**I/O pins on the die edge**

Pins as bars across the die edge, other pins in grey.
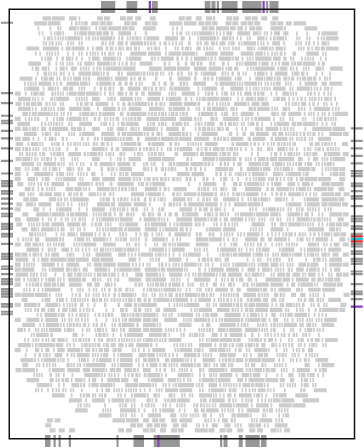
**Cell outlines without signal wires**

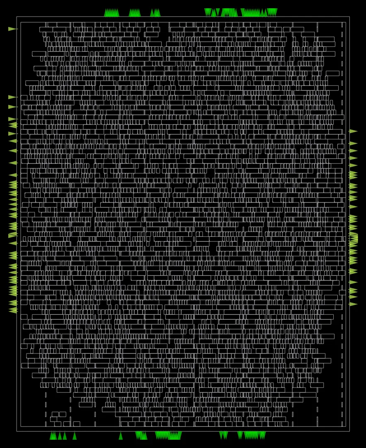
**Cells coloured by class**

Fill, decap, tap and diode cells in grey.
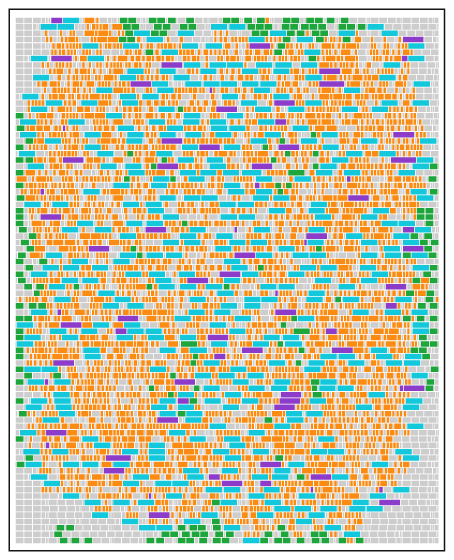
$ cat src/rtl/tone_div_pkg.sv
// Shared types and constants for the multi-channel tone divider.
package tone_div_pkg;

   localparam int DEFAULT_CNT_W = 32;

   typedef enum logic {
      MODE_SQUARE = 1'b0,
      MODE_PULSE  = 1'b1
   } tone_mode_e;

   typedef struct packed {
      logic [DEFAULT_CNT_W-1:0] div;
      tone_mode_e               mode;
      logic                     enable;
   } tone_cfg_t;

   // Channel-select width; a single channel still needs a 1-bit select.
   function automatic int ch_sel_width(input int n);
      return (n > 1) ? $clog2(n) : 1;
   endfunction

endpackage

$ cat src/rtl/tone_div_channel.sv
// One divider channel: counter, pending-reload register and output stage.
module tone_div_channel
   import tone_div_pkg::*;
#(
   parameter int               CNT_W       = DEFAULT_CNT_W,
   parameter logic [CNT_W-1:0] DEFAULT_DIV = '0
)
(
   input  logic             inclk,
   input  logic             reset,
   input  logic             wr_sel,
   input  logic [CNT_W-1:0] wr_div,
   input  tone_mode_e       wr_mode,
   input  logic             wr_enable,
   input  logic             sync_all,
   output logic             out_clk,
   output logic             out_tick,
   output logic [CNT_W-1:0] active_div
);

   logic [CNT_W-1:0] count_q, count_d;
   logic [CNT_W-1:0] div_q, div_d;
   logic [CNT_W-1:0] pend_div_q, pend_div_d;
   tone_mode_e       mode_q, mode_d;
   tone_mode_e       pend_mode_q, pend_mode_d;
   logic             pend_valid_q, pend_valid_d;
   logic             enable_q, enable_d;
   logic             clk_q, clk_d;
   logic             tick_q, tick_d;
   logic             terminal;

   // Unsigned compare so a count left above a smaller reloaded divide still terminates.
   assign terminal = (count_q >= div_q);

   // Next-state: immediate config, phase sync, idle, terminal reload, or counting.
   always_comb begin
      count_d      = count_q;
      div_d        = div_q;
      pend_div_d   = pend_div_q;
      mode_d       = mode_q;
      pend_mode_d  = pend_mode_q;
      pend_valid_d = pend_valid_q;
      enable_d     = enable_q;
      clk_d        = clk_q;
      tick_d       = 1'b0;

      if (wr_sel && (!enable_q || !wr_enable || sync_all)) begin
         enable_d     = wr_enable;
         div_d        = wr_div;
         mode_d       = wr_mode;
         count_d      = '0;
         clk_d        = 1'b0;
         pend_valid_d = 1'b0;
      end else if (sync_all) begin
         if (enable_q) begin
            count_d = '0;
            clk_d   = 1'b0;
         end
         if (pend_valid_q) begin
            div_d        = pend_div_q;
            mode_d       = pend_mode_q;
            pend_valid_d = 1'b0;
         end
      end else if (!enable_q) begin
         count_d = '0;
         clk_d   = 1'b0;
      end else if (terminal) begin
         // A write landing on the terminal edge bypasses the pending register.
         count_d = '0;
         tick_d  = 1'b1;
         if (wr_sel) begin
            div_d        = wr_div;
            mode_d       = wr_mode;
            pend_valid_d = 1'b0;
         end else if (pend_valid_q) begin
            div_d        = pend_div_q;
            mode_d       = pend_mode_q;
            pend_valid_d = 1'b0;
         end
         clk_d = (mode_d == MODE_SQUARE) ? ~clk_q : 1'b1;
      end else begin
         count_d = count_q + CNT_W'(1);
         if (wr_sel) begin
            pend_div_d   = wr_div;
            pend_mode_d  = wr_mode;
            pend_valid_d = 1'b1;
         end
         if (mode_q == MODE_PULSE) begin
            clk_d = 1'b0;
         end
      end
   end

   // State register with synchronous reset.
   always_ff @(posedge inclk) begin
      if (reset) begin
         count_q      <= '0;
         div_q        <= DEFAULT_DIV;
         pend_div_q   <= DEFAULT_DIV;
         mode_q       <= MODE_SQUARE;
         pend_mode_q  <= MODE_SQUARE;
         pend_valid_q <= 1'b0;
         enable_q     <= 1'b0;
         clk_q        <= 1'b0;
         tick_q       <= 1'b0;
      end else begin
         count_q      <= count_d;
         div_q        <= div_d;
         pend_div_q   <= pend_div_d;
         mode_q       <= mode_d;
         pend_mode_q  <= pend_mode_d;
         pend_valid_q <= pend_valid_d;
         enable_q     <= enable_d;
         clk_q        <= clk_d;
         tick_q       <= tick_d;
      end
   end

   assign out_clk    = clk_q;
   assign out_tick   = tick_q;
   assign active_div = div_q;

endmodule

$ cat src/rtl/multi_channel_tone_divider.sv
// N-channel programmable clock divider / tone generator: write decode and sync fan-out.
module multi_channel_tone_divider
   import tone_div_pkg::*;
#(
   parameter int               NUM_CH      = 4,
   parameter int               CNT_W       = DEFAULT_CNT_W,
   parameter logic [CNT_W-1:0] DEFAULT_DIV = '0,
   localparam int              CH_W        = ch_sel_width(NUM_CH)
)
(
   input  logic                    inclk,
   input  logic                    reset,
   input  logic                    wr_en,
   input  logic [CH_W-1:0]         wr_ch,
   input  logic [CNT_W-1:0]        wr_div,
   input  logic                    wr_mode,
   input  logic                    wr_enable,
   input  logic                    sync_all,
   output logic [NUM_CH-1:0]       out_clk,
   output logic [NUM_CH-1:0]       out_tick,
   output logic [NUM_CH*CNT_W-1:0] active_div
);

   logic wr_valid;

   // Writes to channel numbers beyond NUM_CH are dropped.
   assign wr_valid = wr_en && ({1'b0, wr_ch} < (CH_W+1)'(NUM_CH));

   for (genvar i = 0; i < NUM_CH; i++) begin : g_ch
      logic sel;
      assign sel = wr_valid && (wr_ch == CH_W'(i));

      tone_div_channel #(
         .CNT_W       (CNT_W),
         .DEFAULT_DIV (DEFAULT_DIV)
      ) u_ch (
         .inclk      (inclk),
         .reset      (reset),
         .wr_sel     (sel),
         .wr_div     (wr_div),
         .wr_mode    (tone_mode_e'(wr_mode)),
         .wr_enable  (wr_enable),
         .sync_all   (sync_all),
         .out_clk    (out_clk[i]),
         .out_tick   (out_tick[i]),
         .active_div (active_div[i*CNT_W +: CNT_W])
      );
   end

endmodule

$ cat config.mk
export PLATFORM = sky130hd
export DESIGN_NAME = multi_channel_tone_divider
export DESIGN_NICKNAME = d
export VERILOG_FILES = /design/src/rtl/tone_div_pkg.sv /design/src/rtl/tone_div_channel.sv /design/src/rtl/multi_channel_tone_divider.sv
export SDC_FILE = /design/constraint.sdc
export NUM_CORES = 1
export LEC_CHECK = 0
export ABC_AREA = 1
export CAP_MARGIN = 20
export CORE_ASPECT_RATIO = 1.25
export CORE_MARGIN = 2
export CORE_UTILIZATION = 60
export DETAILED_ROUTE_END_ITERATION = 10
export PLACE_DENSITY = 0.81
export SLEW_MARGIN = 40
export SYNTH_ARGS = -nofsm -noshare
export SYNTH_HDL_FRONTEND = slang
export SYNTH_SLANG_ARGS = --single-unit
$ cat constraint.sdc
create_clock -name inclk -period 3.8 [get_ports inclk]
set_input_delay 0.38 -clock inclk [delete_from_list [all_inputs] [get_ports inclk]]
set_output_delay 0.38 -clock inclk [all_outputs]
set_load 0.03 [all_outputs]
==> results.sh <==
# source this file to load flow results
export IMPL_cp_required_ns=4.29
export IMPL_power_leakage_nw=11.44
export IMPL_grt_overflow_total=0
export IMPL_powerSeq_w=0.00455
export IMPL_mostFrequentLayoutCells="1,056 x nand2_1, 898 x nor2_1, 405 x dfxtp_1"
export IMPL_yosysTopAreaCellShare_pct=32.84
export IMPL_chipArea_sq_um=43110
export IMPL_avgRoutedWirePerCell_um=15.62
export IMPL_grt_busiest_layer="met2"
export IMPL_min_path_type="in -> reg"
export IMPL_hold_path_depth=2
export IMPL_outcome="finished clean"
export IMPL_num_nets_final=4171
export IMPL_worst_path_buf_inv=0
export IMPL_seq_area_sq_um=8174
export IMPL_startpoint="g_ch[1].u_ch.enable_q"
export IMPL_cts_inserted_buffers=44
export IMPL_worstHoldStart="reset"
export IMPL_grtUsageMet3_pct=4.431
export IMPL_wl_met1_um=30570
export IMPL_cp_slowest_cell="nor2_4"
export IMPL_cts_buffer_depth=3
export IMPL_pg_clk_w=0.00437
export IMPL_topCellsByArea="dfxtp_1 33%, nand2_1 16%, nor2_1 14%, ha_1 6.6%, inv_1 5.6%"
export IMPL_critical_path_top_delay_family="simple AND/OR/NAND/NOR gates"
export IMPL_synthArstFlopShare_pct=0
export IMPL_yosysMostFrequentCell="nand2_1"
export IMPL_start_kind="flip-flop"
export IMPL_ctsHoldBuffers=0
export IMPL_nNonClkInverters=385
export IMPL_grt_pass1_wl_um=114900
export IMPL_dp_hpwl_um=49770
export IMPL_power_frac_seq_pct=42.6
export IMPL_fin_ws_ns=0.8152
export IMPL_ctsResizeCount=0
-- 'I/O pins on the die edge' (at the start) --
[purple] out_clk | pins: 4 | direction: output | edge: 2 top, 1 bottom, 1 right
[red] wr_ch | pins: 2 | direction: input | edge: right
[cyan] wr_en | pins: 1 | direction: input | edge: right

-- 'cell outlines without signal wires' (at the start) --
Post-Layout Cell Count: 4,579
flop count: 408
fill cell count: 3,648
final core utilization: 68.63%
row count: 83

-- 'cells coloured by class' (at the start) --
[purple] clock drivers and dummy loads | cells: 74 | share of their area: 5.2%
[orange] remaining logic cells | cells: 3,328 | share of their area: 57%
[cyan] registers | cells: 408 | share of their area: 30%
[green] remaining buffers and delay cells | cells: 217 | share of their area: 7.7%
Final Cell Area: 28,150 sq um
core box area: 41,020 sq um

metrics by stage:
stage	util (%)	instances	total power (W)	area (sq um)	hold WS (ns)
after detailed placement	65.15	4505	0.006383	26720	0.4556
after global routing	68.63	4579	0.01107	28150	0.1652
final	68.63	4579	0.01069	28150	0.1469
after floorplan	-	3935	0.005773	24870	0.4445
after global placement	65.08	4503	0.006362	26700	0.4522
after CTS	68.63	4579	0.01070	28150	0.1315
sequential cells by signal, indices dropped and copies added, names as in the netlist:
name / cells
g_ch.u_ch.active_div: 128
g_ch.u_ch.count_q: 128
g_ch.u_ch.pend_div_q: 128
g_ch.u_ch.enable_q: 4
g_ch.u_ch.mode_q: 4
g_ch.u_ch.out_clk: 4
g_ch.u_ch.out_tick: 4
g_ch.u_ch.pend_mode_q: 4
g_ch.u_ch.pend_valid_q: 4
No activity file was given, so power comes from the tool's default toggle rates.
